### Gate families picked out, run 1

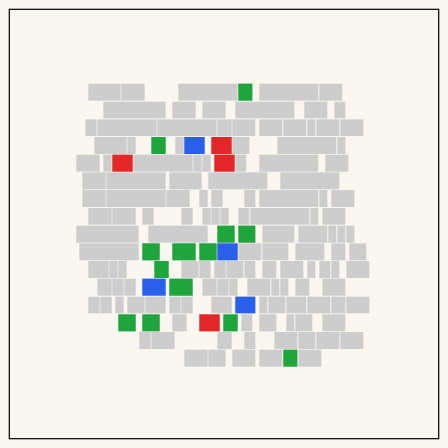
### Cell density map, run 1

The die is cut into 7 by 7 equal tiles; white is low, dark blue is high, 0 to 100% covered.
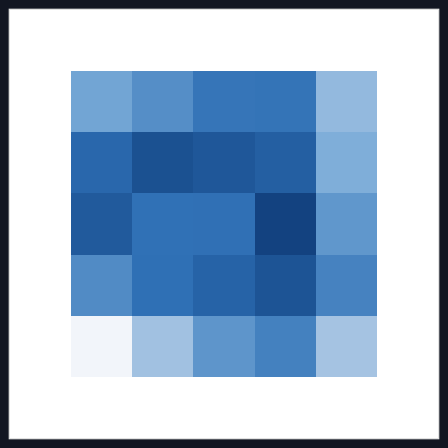
### Metal layers overlaid, run 1

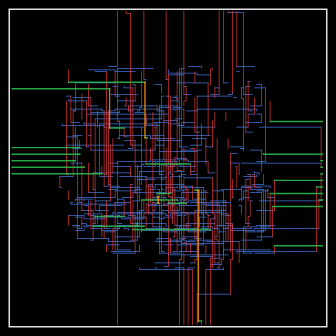
<file path="src/rtl/mc_controller_fsm.sv">
// Multicycle RISC-V control FSM: sequences fetch/decode/execute/writeback and
// drives the datapath enables and selects, trapping on unsupported opcodes.
module mc_controller_fsm (
    input  logic       clk,
    input  logic       reset,
    input  logic [6:0] op,
    input  logic [2:0] funct3,
    input  logic       funct7b5,
    input  logic       Zero,
    input  logic       MemReady,
    output logic       PCWrite,
    output logic       AdrSrc,
    output logic       MemWrite,
    output logic       IRWrite,
    output logic       RegWrite,
    output logic [1:0] ResultSrc,
    output logic [1:0] ALUSrcA,
    output logic [1:0] ALUSrcB,
    output logic [1:0] ImmSrc,
    output logic [2:0] ALUControl,
    output logic       Illegal,
    output logic [3:0] State
);

    localparam logic [6:0] OP_LW   = 7'b0000011;
    localparam logic [6:0] OP_SW   = 7'b0100011;
    localparam logic [6:0] OP_R    = 7'b0110011;
    localparam logic [6:0] OP_I    = 7'b0010011;
    localparam logic [6:0] OP_JAL  = 7'b1101111;
    localparam logic [6:0] OP_BEQ  = 7'b1100011;

    typedef enum logic [3:0] {
        FETCH    = 4'd0,
        DECODE   = 4'd1,
        MEMADR   = 4'd2,
        MEMREAD  = 4'd3,
        MEMWB    = 4'd4,
        MEMWRITE = 4'd5,
        EXECR    = 4'd6,
        ALUWB    = 4'd7,
        EXECI    = 4'd8,
        JAL      = 4'd9,
        BEQ      = 4'd10,
        TRAP     = 4'd15
    } state_t;

    state_t     state;
    state_t     next_state;
    logic [1:0] aluop;
    logic       branch;
    logic       jump;

    always_comb begin
        next_state = state;
        case (state)
            FETCH:    next_state = MemReady ? DECODE : FETCH;
            DECODE: begin
                case (op)
                    OP_LW, OP_SW: next_state = MEMADR;
                    OP_R:         next_state = EXECR;
                    OP_I:         next_state = EXECI;
                    OP_JAL:       next_state = JAL;
                    OP_BEQ:       next_state = BEQ;
                    default:      next_state = TRAP;
                endcase
            end
            MEMADR:   next_state = (op == OP_LW) ? MEMREAD : MEMWRITE;
            MEMREAD:  next_state = MemReady ? MEMWB : MEMREAD;
            MEMWB:    next_state = FETCH;
            MEMWRITE: next_state = MemReady ? FETCH : MEMWRITE;
            EXECR:    next_state = ALUWB;
            EXECI:    next_state = ALUWB;
            ALUWB:    next_state = FETCH;
            JAL:      next_state = ALUWB;
            BEQ:      next_state = FETCH;
            TRAP:     next_state = TRAP;
            default:  next_state = FETCH;
        endcase
    end

    // Outputs are registered from the state being entered, so they are valid
    // for the whole cycle spent in that state.
    always_ff @(posedge clk or posedge reset) begin
        if (reset) begin
            state     <= FETCH;
            AdrSrc    <= 1'b0;
            MemWrite  <= 1'b0;
            RegWrite  <= 1'b0;
            ResultSrc <= 2'b10;
            ALUSrcA   <= 2'b00;
            ALUSrcB   <= 2'b10;
            aluop     <= 2'b00;
            branch    <= 1'b0;
            jump      <= 1'b0;
            Illegal   <= 1'b0;
        end else begin
            state     <= next_state;
            AdrSrc    <= 1'b0;
            MemWrite  <= 1'b0;
            RegWrite  <= 1'b0;
            ResultSrc <= 2'b00;
            ALUSrcA   <= 2'b00;
            ALUSrcB   <= 2'b00;
            aluop     <= 2'b00;
            branch    <= 1'b0;
            jump      <= 1'b0;
            Illegal   <= 1'b0;
            case (next_state)
                FETCH: begin
                    ResultSrc <= 2'b10;
                    ALUSrcB   <= 2'b10;
                end
                DECODE: begin
                    ALUSrcA <= 2'b01;
                    ALUSrcB <= 2'b01;
                end
                MEMADR: begin
                    ALUSrcA <= 2'b10;
                    ALUSrcB <= 2'b01;
                end
                MEMREAD:  AdrSrc <= 1'b1;
                MEMWB: begin
                    ResultSrc <= 2'b01;
                    RegWrite  <= 1'b1;
                end
                MEMWRITE: begin
                    AdrSrc   <= 1'b1;
                    MemWrite <= 1'b1;
                end
                EXECR: begin
                    ALUSrcA <= 2'b10;
                    aluop   <= 2'b10;
                end
                EXECI: begin
                    ALUSrcA <= 2'b10;
                    ALUSrcB <= 2'b01;
                    aluop   <= 2'b10;
                end
                ALUWB:    RegWrite <= 1'b1;
                JAL: begin
                    ALUSrcA <= 2'b01;
                    ALUSrcB <= 2'b10;
                    jump    <= 1'b1;
                end
                BEQ: begin
                    ALUSrcA <= 2'b10;
                    aluop   <= 2'b01;
                    branch  <= 1'b1;
                end
                TRAP:     Illegal <= 1'b1;
                default: ;
            endcase
        end
    end

    // Fetch strobes must follow MemReady in the same cycle, so they stay combinational.
    assign IRWrite = (state == FETCH) && MemReady;
    assign PCWrite = IRWrite | jump | (branch & Zero);
    assign State   = state;

    always_comb begin
        case (op)
            OP_LW, OP_I: ImmSrc = 2'b00;
            OP_SW:       ImmSrc = 2'b01;
            OP_BEQ:      ImmSrc = 2'b10;
            OP_JAL:      ImmSrc = 2'b11;
            default:     ImmSrc = 2'b00;
        endcase
    end

    always_comb begin
        ALUControl = 3'b000;
        case (aluop)
            2'b01: ALUControl = 3'b001;
            2'b10: begin
                case (funct3)
                    3'b000:  ALUControl = (op[5] && funct7b5) ? 3'b001 : 3'b000;
                    3'b010:  ALUControl = 3'b101;
                    3'b110:  ALUControl = 3'b011;
                    3'b111:  ALUControl = 3'b010;
                    default: ALUControl = 3'b000;
                endcase
            end
            default: ALUControl = 3'b000;
        endcase
    end

endmodule

</file>
<file path="config.mk">
export PLATFORM = sky130hd
export DESIGN_NAME = mc_controller_fsm
export DESIGN_NICKNAME = d
export VERILOG_FILES = /design/src/rtl/mc_controller_fsm.sv
export SDC_FILE = /design/constraint.sdc
export NUM_CORES = 1
export LEC_CHECK = 0
export CAP_MARGIN = 30
export CORE_MARGIN = 10
export CORE_UTILIZATION = 50
export CTS_BUF_LIST = sky130_fd_sc_hd__clkbuf_8
export CTS_CLUSTER_SIZE = 30
export DETAILED_ROUTE_END_ITERATION = 16
export PLACE_DENSITY = 0.87
export RECOVER_POWER = 100
export SLEW_MARGIN = 20
export SYNTH_ARGS = -nofsm -noshare
export SYNTH_HDL_FRONTEND = slang
export SYNTH_SLANG_ARGS = --single-unit
</file>
<file path="constraint.sdc">
create_clock -name clk -period 3.6 [get_ports clk]
set_input_delay 0.9 -clock clk [delete_from_list [all_inputs] [get_ports clk]]
set_output_delay 0.9 -clock clk [all_outputs]
set_load 0.02 [all_outputs]
</file>
==> results.cfg, run 1 <==
; generated from flow reports
[worst_setup_path]
r2r_end = aluop[1]
crit_type = input pin to output pin
cp.required_ns = 2.70
critPathBufInv = 3
cp.depth = 6
crit_path_max_incr_delay_ns = 0.63
rr_worst_depth = 7
path_cells = clkdlybuf4s50_1 > buf_4 > nand2b_1 > nor2_1 > and3_1 > clkdlybuf4s50_1
startpoint = op[5]
cp_top_family = buffers and inverters
slowest_stage = clkdlybuf4s50_1
crit_arrival_ns = 2.64
r2r-start = State[2]
critical_path_peak_fanout = 6
crit_top_cell = clkdlybuf4s50_1
critPathLaunchType = input pin
regToRegSetupSlack_ns = 1.02

[die]
dieArea_um2 = 4310
fp_util_pct = 53.1
rows = 16
die_y_um = 65.7
pin_count = 36

[placement]
pre_cts_ws_ns = 0.0967
globalplace.congestion = 0.887
dp.cells = 175
postPlaceCellArea_um2 = 1430

[routing]
top_layer = met4
ant_nets = 0
routed_wl_mm = 2.98
wl_per_cell_um = 16.6
wl_met3_um = 238
drtIter0Drc = 26
wl_met1_mm = 1.16
routed-via-count = 1026

[synthesis]
ys_seq_elements = 18
synthFlopType = dfrtp_1
synth-edff-count = 0
top_cell = dfrtp_1
synthesis.area_um2 = 1040
synth_area_per_cell_um2 = 9.14
yosys_warnings = 0
synth_chip_area_um2 = 1040
top_cells_by_count = dfrtp_1 (16), nand2_1 (9), nor2_1 (8), inv_1 (7)
synth_seq_share_pct = 43.5
ys_cells = 114
yosysUniqueCellTypes = 41
top_area_cell = dfrtp_1
area_leaders = dfrtp_1 (38%), dfstp_2 (5.0%), xnor2_1 (3.4%)
synth_top_area_share_pct = 38.4
synth_nets = 131
ys_async_sr_fraction_pct = 100

[job]
warnings = 27

[worst_hold_path]
worstHoldPathType = flop to flop

[cells_and_area]
drive_above_1_share_pct = 8.55
syn_to_final_growth_pct = 41.1
antennaDiodeCount = 0
fin_nets = 170
stdcell_count = 179
lay_top_count = dlygate4sd3_1
final_util_pct = 74.9
postLayoutCellArea_um2 = 1470

[timing]
drv_slew = 0
setup_viol = 0
finalCritPeriodShare_pct = 98.2
setup_ws_ns = 0.0640
fin_crit_ns = 3.54
finClkSkew_ns = 0.00620
whs_ns = 0.605
hold_viol = 0
setup_tns_ns = 0
rsz0062_at_grt = false

[power]
power_density_nw_per_um2 = 790
max-vdd-ir-drop_uv = 710

[clocking]
clock_tree.root_cell = clkbuf_8
numCtsBuffers = 3
cts.hold.buffers_added = 0
post_cts_buffers = 0
cts_buffer_depth = 2
cts-resized-gates = 0
clk_latency_ns = 0.26

[grt]
grt_pass1_vias = 1011
grt_use_total_pct = 14.6
grt_util_met2_pct = 24.3
grt.overflow.total = 0
antenna_found_initial = 0
grt_pass1_wl_mm = 4.95

[outcome]
status = finished clean
About 'Gate families picked out':
Green shows AND and OR gates, cells 13. Blue shows AND-OR and OR-AND gates, cells 4. Red shows XOR/XNOR gates, cells 4.

About 'Cell density map':
The mean over all tiles is 33%. The densest ninth of the die: center. 49% of the tiles are nearly empty. The emptiest ninth of the die: lower left.

About 'Metal layers overlaid':
Green shows met3, wire length 239 um. Red shows met2, wire length 1530 um. Blue shows met1, wire length 1160 um. Orange shows met4, wire length 48.3 um.

==> run 1: worst min-delay path by stage <==
stage | start | to | slack, ns | depth (start not counted)
2_1_floorplan | State[3] | ResultSrc[0] | 0.66 | 1
3_3_place_gp | State[3] | ResultSrc[0] | 0.60 | 1
3_5_place_dp | State[3] | ResultSrc[0] | 0.60 | 1
4_1_cts | State[3] | ResultSrc[0] | 0.62 | 1
5_1_grt | State[3] | ResultSrc[0] | 0.68 | 1
6_report | State[3] | ResultSrc[0] | 0.61 | 1
==> run 1: flip-flops by register name, summed over array words and instances, names as in the netlist, 2 cells and up <==
name	cells
State	4
ResultSrc	2
ALUSrcA	2
ALUSrcB	2
aluop	2
==> run 1: power breakdown <==
part / switching (mW) / leakage [nW] / internal, mW / total (mW)
Sequential: 0.0700 / 0.233 / 0.276 / 0.346
Clock: 0.0656 / 0.0288 / 0.0972 / 0.163
Combinational: 0.381 / 0.401 / 0.271 / 0.652
Total: 0.517 / 0.662 / 0.644 / 1.16
==> run 1: cell type report <==
| cell class | instances | area, um^2 |
|---|---|---|
| Timing Repair Buffer | 40 | 380 |
| Inverter | 8 | 31.3 |
| Clock buffer | 4 | 55.1 |
| Sequential cell | 18 | 453 |
| Multi-Input combinational cell | 82 | 517 |
| Tap cell | 27 | 33.8 |
| Fill cell | 161 | 492 |
==> run 1: cells by family (layout without fill, tap and decap cells) <==
family	after synthesis	in the layout	synth area share (%)
AND-OR/OR-AND	19	19	12.1
XOR/XNOR	4	4	3.36
adder cells (fa/ha/maj)	2	2	2.40
buffers and inverters	14	52	6.48
flip-flops	18	18	43.5
AND/OR/NAND/NOR	57	57	32.2
==> inputs of run 2 (changes only) <==
- CORE_MARGIN: 10 -> unset
==> run 2 against run 1 <==
Effect of this change:
- sequential power barely moved
- global-route usage rose by 13 points
- via count down 2.1%
- final cell count did not move
- non-clock buffer count did not move
- core utilization decreased by 0.13 points
- sequential cell count unchanged
- worst hold slack improved by 0.012 ns
- synthesized cell count unchanged
- first-iteration DRC count rose by 23%
- critical path type unchanged
==> results.cfg, run 2 <==
; generated from flow reports
[synthesis]
yosysUniqueCellTypes = 41
synthFlopType = dfrtp_1
synth_top_area_share_pct = 38.4
synth_chip_area_um2 = 1040
top_cells_by_count = dfrtp_1 (16), nand2_1 (9), nor2_1 (8), inv_1 (7)
yosys_warnings = 0
ys_seq_elements = 18
top_area_cell = dfrtp_1
area_leaders = dfrtp_1 (38%), dfstp_2 (5.0%), xnor2_1 (3.4%)

[clocking]
clock_tree.root_cell = clkbuf_8
cts-resized-gates = 0
post_cts_buffers = 0
clk_latency_ns = 0.25
numCtsBuffers = 3

[routing]
wl_met3_um = 172
top_layer = met4

[cells_and_area]
fin_nets = 170
drive_above_1_share_pct = 8.55
regArea_um2 = 453
lay_top_count = dlygate4sd3_1

[power]
maxPowerGroup = combinational cells
p_comb_share_pct = 55.7
p_sw_share_pct = 43.9
internal_power_uw = 644

[worst_setup_path]
regToRegSetupSlack_ns = 1.03
r2r-start = State[2]
slowest_stage = clkdlybuf4s50_1
critPathLaunchType = input pin

[grt]
antenna_found_initial = 0
grt_pass1_vias = 903
grt.overflow.total = 0
grt_use_total_pct = 27.5

[timing]
finClkSkew_ns = 0.00698
hold_viol = 0
whs_ns = 0.617
fin_crit_ns = 3.53
drv_slew = 0

[worst_hold_path]
worstHoldPathType = flop to flop
whs_endpoint = ResultSrc[0]
hold_path_depth = 1
hold_start = State[3]

[die]
rows = 16

[outcome]
status = finished clean
-- run 2: metal layers --
metal / global-route usage, % / vias up
met5: 0 / -
met4: 6.67 / 0
met3: 6.79 / 8
met2: 52.1 / 48
met1: 30.9 / 464
li1: - / 484
-- run 2: layout make-up --
cell class,count,area share (%)
Multi-Input combinational cell,82,35.2
Sequential cell,18,30.9
Timing Repair Buffer,40,25.7
Clock buffer,4,3.75
Tap cell,27,2.30
Inverter,8,2.13
-- run 2: worst max path at each step --
stage | startpoint | endpoint | slack [ns] | depth (start not counted)
floorplan | op[2] | ImmSrc[0] | 0.89 | 2
global placement | op[3] | ImmSrc[0] | 0.14 | 5
detailed placement | op[4] | ImmSrc[1] | 0.09 | 6
CTS | op[4] | ImmSrc[1] | 0.09 | 6
global route | funct3[2] | ALUControl[0] | 0.003 | 7
finish | op[4] | ImmSrc[1] | 0.07 | 6
-- run 2: metrics by stage --
step | area (um^2) | util (%) | cells | setup slack [ns]
2_1_floorplan | 1040 | - | 114 | 0.895
3_3_place_gp | 1430 | 73.0 | 175 | 0.145
3_5_place_dp | 1430 | 73.0 | 175 | 0.0931
4_1_cts | 1490 | 75.8 | 179 | 0.0885
5_1_grt | 1470 | 74.8 | 179 | 0.00316
6_report | 1470 | 74.8 | 179 | 0.0659
-- run 2: worst register-to-register path: cells and delay by family (launching register included) --
kind,cells,cell delay [ns]
flip-flops,1,0.50
AND-OR/OR-AND,1,0.23
buffers and inverters,1,0.17
AND/OR/NAND/NOR,5,1.55
-- run 2: kinds of logic after synthesis --
kind of cell	synth area share, %
compound gates	12.1
buf+inv	6.48
fa+ha+maj	2.40
xor+xnor	3.36
flops	43.5
simple gates	32.2
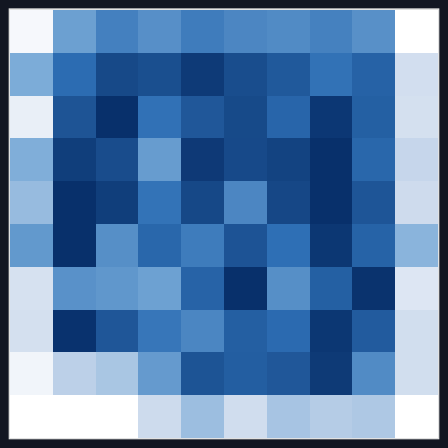
*Cell density map, run 2*
The die is cut into 10 by 10 equal tiles; white is low, dark blue is high, 0 to 100% covered.
The emptiest ninth of the die: lower left. The mean over all tiles is 63%. 5.0% of the tiles are nearly empty. The fullest tile reaches 100%. 46% of the tiles are over 75% full.

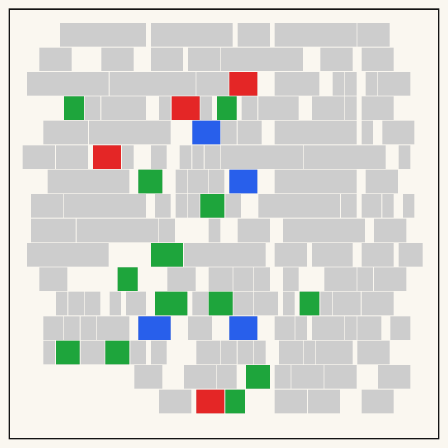
*Gate families picked out, run 2*
Green shows AND and OR gates, cells 13. Red shows XOR/XNOR gates, cells 4. Blue shows AND-OR and OR-AND gates, cells 4.

Power is estimated from default activity; no workload was simulated.
